Design int_controller, sky130hd; sources not shown.
Figure 1. Sequential cells grouped by signal name (run 1).
Other sequential cells in the stronger grey, the rest of the logic in the fainter grey.
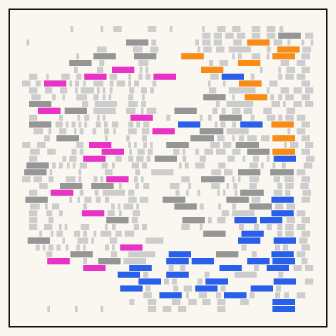
u_timer.r_count -> magenta  # placed flops 16
int_code -> blue  # placed flops 32
saved_pc -> orange  # placed flops 11, where upper right
sequential power: 1.15 mW
register fraction of the total cell area: 40.8%
Sequential Area: 0.00243 sq mm
core utilization of the finished layout: 44.5%

Figure 2. Power grid (run 1).
Pins as bars on the die edge. Tap cells in grey.
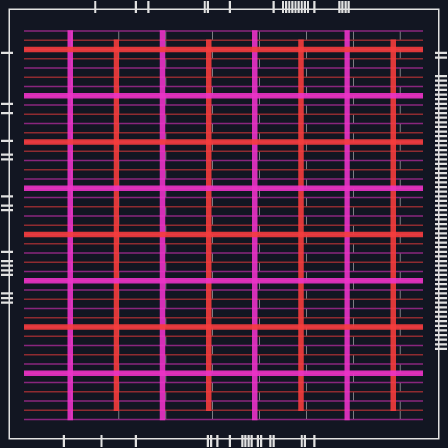
VSS -> magenta
VDD -> red
met1 rails = 43
tap cells = 176
met5 straps = 8
met4 straps = 8
signal pins = 118
vertical die size: 126 um
core footprint: 0.0134 sq mm
largest vdd supply drop: 0.153 mV

Figure 3. Placement by cell class (run 1).
Scale bar: 50 um.
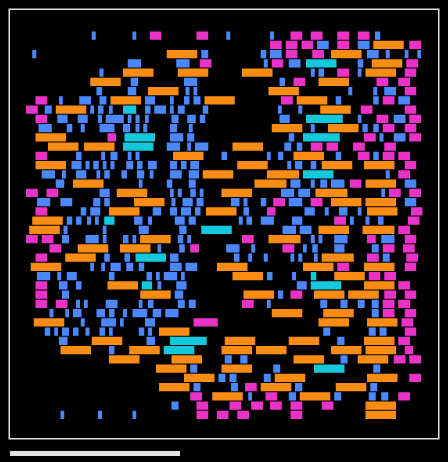
flip-flops -> orange  # cells 97
clock drivers and dummy loads -> cyan  # cells 16
all other logic -> blue  # cells 304
other buffers and delay cells -> magenta  # cells 111
final design area excluding fillers: 0.00597 sq mm
number of core rows: 42

Figure 4. Routed clock nets over the placement (run 1).
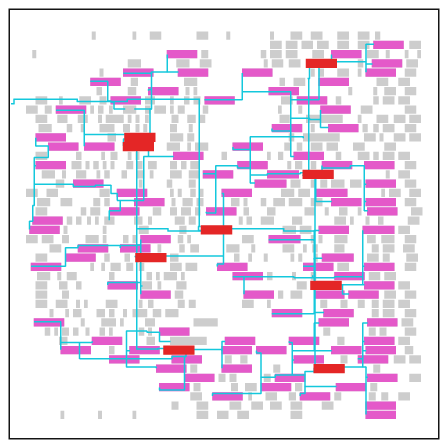
cells driving clock nets -> red  # count 9
flip-flops -> magenta  # count 97
clock wires -> cyan  # length 1,310 um
routed clock nets = 10
flops lie = widely spread
insertion delay at the late pin of the worst-skew pair: 0.35 ns
part of the power in the clock network: 33.1%
power attributed to the clock group: 915 uW

==> run notes, run 1 <==
Status
- status: completed

Clocking
- root buf cell: sky130_fd_sc_hd__clkbuf_16
- TritonCTS buffer count: 9
- buffer levels on the longest clock path: 2
- post-CTS setup-driven buffer insertion count: 0
- clock slew at the register clock pins of the worst setup and hold paths: 0.07 ns

Synthesis
- number of flops mapped to enable cells by yosys: 0
- Most common reg cell: sky130_fd_sc_hd__dfrtp_1
- register bit total from synthesis: 97

Finish
- flip-flop count of the largest register after layout: 32
- most frequent logic cell in the layout: sky130_fd_sc_hd__clkdlybuf4s50_1
- Fillers: 1,499
- commonest non-fill, non-tap cells in the layout: 105 x sky130_fd_sc_hd__clkdlybuf4s50_1, 91 x sky130_fd_sc_hd__dfrtp_1, 37 x sky130_fd_sc_hd__nor2_1, 32 x sky130_fd_sc_hd__and2_1, 31 x sky130_fd_sc_hd__nand2_1
- post-layout instance count excluding filler cells: 704

Global routing
- total congestion overflow after global routing: 0
- met2 layer usage reported by global route: 23.4%
- number of antenna violations at the first check in global routing: 0
- busiest grt layer: met2
- global-route track usage on met3: 3.26%
- total routing usage reported by global routing: 15.5%

Min path
- Cells on Worst Hold Path: 1

Final timing
- Final Setup Violations: 0
- setup repair after global routing missed its margin: no
- slew of the pin with the lowest slew margin: 0.794 ns
- Final Hold Viols: 0

Critical path
- flop-to-flop setup slack: 1.72 ns
- worst reg-to-reg path cell count: 6
- sort of element at the end of the critical path: flip-flop
- startpoint type of the worst setup path: primary input
- startpoint-to-endpoint class of the critical path: in2reg
- worst path bufs/invs: 2

Die
- top-level port count: 118
- die extent in x: 126 um
- fraction of the core area occupied by cells at floorplan: 33.2%

Detailed routing
- number of vias per cell: 5.07
- Iteration-0 DRC Markers: 242

Run
- total tool warning count: 27

-- run 1: cell families (layout without fill, tap and decap cells) --
logic type | count (synthesis) | count (layout) | synth area share (%)
buf+inv | 55 | 150 | 6.33
other cells | 1 | 11 | 0.0844
mux | 32 | 32 | 7.77
flops | 97 | 97 | 54.8
simple gates | 142 | 142 | 16.7
fa+ha+maj | 2 | 2 | 0.563
xor+xnor | 1 | 1 | 0.197
compound gates | 93 | 93 | 13.6
-- run 1: stage by stage --
step                      util, %  cell area [sq um]  setup WS [ns]  power [mW]  hold slack (ns)
after floorplan                 -               4480           1.89        1.51            0.300
after global placement       41.9               5620           1.23        1.84            0.308
after detailed placement     41.9               5620           1.14        1.88            0.319
after CTS                    44.5               5970           1.52        2.81            0.329
after global routing         44.5               5970           1.30        2.93            0.354
final                        44.5               5970           1.52        2.76            0.323
-- run 1: cell usage after synthesis (3+ instances only) --
| master | instances |
|---|---|
| sky130_fd_sc_hd__nor2_1 | 37 |
| sky130_fd_sc_hd__dfstp_2 | 6 |
| sky130_fd_sc_hd__and2_1 | 32 |
| sky130_fd_sc_hd__a31oi_1 | 10 |
| sky130_fd_sc_hd__a21o_1 | 3 |
| sky130_fd_sc_hd__o31ai_1 | 5 |
| sky130_fd_sc_hd__nor3_1 | 7 |
| sky130_fd_sc_hd__or4_4 | 4 |
| sky130_fd_sc_hd__nand2_1 | 31 |
| sky130_fd_sc_hd__inv_1 | 23 |
| sky130_fd_sc_hd__mux2i_1 | 15 |
| sky130_fd_sc_hd__dfrtp_1 | 91 |
| sky130_fd_sc_hd__mux2_2 | 16 |
| sky130_fd_sc_hd__a211o_1 | 3 |
| sky130_fd_sc_hd__a22o_1 | 5 |
| sky130_fd_sc_hd__nor4_1 | 7 |
| sky130_fd_sc_hd__nand3_1 | 7 |
| sky130_fd_sc_hd__nand4_1 | 3 |
| sky130_fd_sc_hd__clkbuf_1 | 14 |
| sky130_fd_sc_hd__a311oi_1 | 3 |
| sky130_fd_sc_hd__a21boi_0 | 3 |
| sky130_fd_sc_hd__buf_4 | 12 |
| sky130_fd_sc_hd__o21ai_0 | 22 |
| sky130_fd_sc_hd__a21oi_1 | 24 |
-- run 1: power by group --
part	internal [mW]	leakage (nW)	total [mW]	switching [mW]
Combinational	0.353	1.24	0.703	0.350
Clock	0.559	0.172	0.915	0.356
Sequential	1.03	1.19	1.15	0.120
-- run 1: routing by layer --
layer	routed length (um)	part of all wire, %	vias to the layer above
li1	-	-	1670
met5	0	0	-
met3	620	5.1	14
met2	5390	45	114
met4	211	1.8	0
met1	5830	48	1772
-- run 1: layout make-up --
| cell class | count | share of cell area, % |
|---|---|---|
| timing repair buffer | 111 | 18.6 |
| multi-input combinational | 281 | 29.6 |
| inverter | 23 | 1.45 |
| clock inverter | 7 | 2.08 |
| clock buffer | 9 | 3.77 |
| tap | 176 | 3.69 |
| sequential | 97 | 40.8 |
Figure 5. Routing congestion map (run 1).
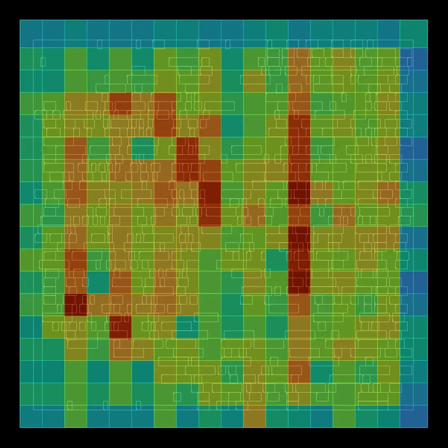

## Run 2: what changed since run 1
Settings changed: CORE_UTILIZATION 32 to 30, PLACE_DENSITY 0.82 to 0.78.
Clock period 4.43 ns to 3 ns, I/O delays scaled along.
Figure 6. Routing congestion map (run 2).
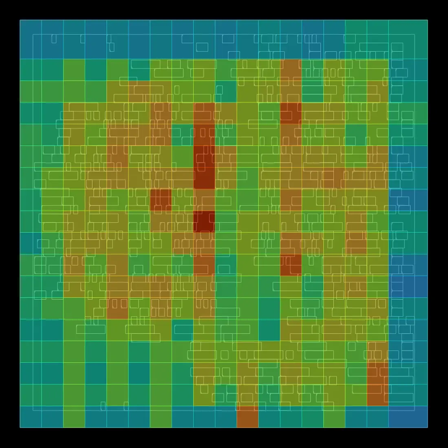
routed wire length per instance: 16.6 um
global routing met1 resource utilization: 19.8%

Figure 7. Placement by cell class (run 2).
Scale bar: 50 um.
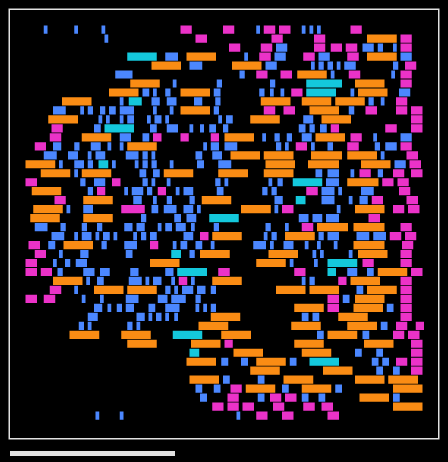
clock drivers and dummy loads -> cyan  # cells 16
other buffers and delay cells -> magenta  # cells 119
all other logic -> blue  # cells 304
flip-flops -> orange  # cells 97
core footprint: 0.0145 sq mm
number of core rows: 44
final design area excluding fillers: 0.00600 sq mm
register fraction of the total cell area: 40.6%

==> run 2 against run 1 <==
Sequential cell count did not move. Worst setup slack got worse by 0.89 ns. Sequential power rose by 46%. Synthesized cell count did not move. Critical path depth fell by 5. Routed wire length fell by 0.63%. Utilization fell by 3.3 points. Combinational power rose by 49%.
==> run notes, run 2 <==
Critical path
- worst reg-to-reg path cell count: 5, -1
- flop-to-flop setup slack: 0.64 ns, -1.08 ns
- startpoint type of the worst setup path: flip-flop
- startpoint-to-endpoint class of the critical path: reg2out
- sort of element at the end of the critical path: output port

Final timing
- Final Setup Violations: 0, unchanged
- Hold Worst Slack: 0.319 ns, -0.00340 ns
- slew of the pin with the lowest slew margin: 0.787 ns, -0.00706 ns
- setup repair after global routing missed its margin: no

Die
- die extent in x: 130 um, +3.1%
- top-level port count: 118, unchanged
- fraction of the core area occupied by cells at floorplan: 30.6%, -2.6 points

Global routing
- number of antenna violations at the first check in global routing: 0, unchanged
- total routing usage reported by global routing: 14.4%, -1.1 points
- total congestion overflow after global routing: 0, unchanged

Status
- status: completed

Detailed routing
- number of vias per cell: 4.88, -3.8%
- routed length on met1: 5630 um, -3.5%
- met3 layer wire length in the routed design: 730 um, +18%

Synthesis
- number of flops mapped to enable cells by yosys: 0, unchanged
- Synth top cells by count: 91 x sky130_fd_sc_hd__dfrtp_1, 37 x sky130_fd_sc_hd__nor2_1, 32 x sky130_fd_sc_hd__and2_1, 31 x sky130_fd_sc_hd__nand2_1, 24 x sky130_fd_sc_hd__a21oi_1
- library cell with the highest instance count after synthesis: sky130_fd_sc_hd__dfrtp_1
- Most common reg cell: sky130_fd_sc_hd__dfrtp_1

Clocking
- clock slew at the register clock pins of the worst setup and hold paths: 0.07 ns, about the same
- insertion delay at the late pin of the worst-skew pair: 0.35 ns, about the same
- post-CTS setup-driven buffer insertion count: 0, unchanged
- root buf cell: sky130_fd_sc_hd__clkbuf_16

Min path
- Cells on Worst Hold Path: 1, unchanged

Pwr
- register share of total power: 42.8%, +1.3 points
- Int Pwr: 2.71 mW, +40%
- logic gate share of total power: 26.7%, +1.3 points
- fraction of power spent switching nets: 31.1%, +1.2 points

Finish
- most frequent logic cell in the layout: sky130_fd_sc_hd__clkdlybuf4s50_1
- Fillers: 1,610, +7.4%
- Sequential Area: 0.00243 sq mm, unchanged

Figure 8. Routed clock nets over the placement (run 2).
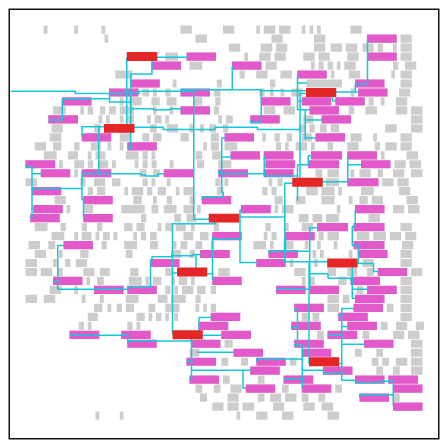
cells driving clock nets -> red  # count 9
clock wires -> cyan  # length 1,270 um
flip-flops -> magenta  # count 97
routed clock nets = 10
power attributed to the clock group: 1.20 mW
part of the power in the clock network: 30.6%

-- run 2: cell type report --
type | count | area share [%]
flip-flops and latches | 97 | 40.6
clock inverters | 7 | 1.40
clock buffers | 9 | 3.75
repair buffers | 119 | 19.5
well taps | 184 | 3.84
multi-input cells | 281 | 29.5
inverters | 23 | 1.44
-- run 2: power by group through the flow --
stage	registers [mW]	clock network, mW	logic, mW
finish	1.68	1.20	1.05
detailed placement	1.71	0	1.07
global route	1.72	1.29	1.16
CTS	1.68	1.24	1.07
global placement	1.69	0	1.04
floorplan	1.73	0	0.498
-- run 2: kinds of logic (layout without fill, tap and decap cells) --
logic type      count (synthesis)  count (layout)  share of synthesized area (%)
flops                          97              97                           54.8
mux                            32              32                           7.77
xor+xnor                        1               1                          0.197
buf+inv                        55             158                           6.33
simple gates                  142             142                           16.7
other cells                     1              11                         0.0844
compound gates                 93              93                           13.6
fa+ha+maj                       2               2                          0.563
-- run 2: metrics by stage --
stage	setup slack [ns]	util (%)	cell area, sq um	total power [mW]
after detailed placement	0.425	39.1	5690	2.77
after floorplan	0.823	-	4480	2.23
final	0.625	41.3	6000	3.93
after CTS	0.614	41.3	6000	3.99
after global placement	0.472	39.1	5690	2.73
after global routing	0.421	41.3	6000	4.17
-- run 2: routing by layer --
layer | vias up | GRT usage (%)
li1 | 1685 | -
met1 | 1726 | 19.8
met2 | 86 | 22.7
met3 | 15 | 2.42
met4 | 0 | 5.50
met5 | - | 0
Power is estimated from default activity; no workload was simulated.
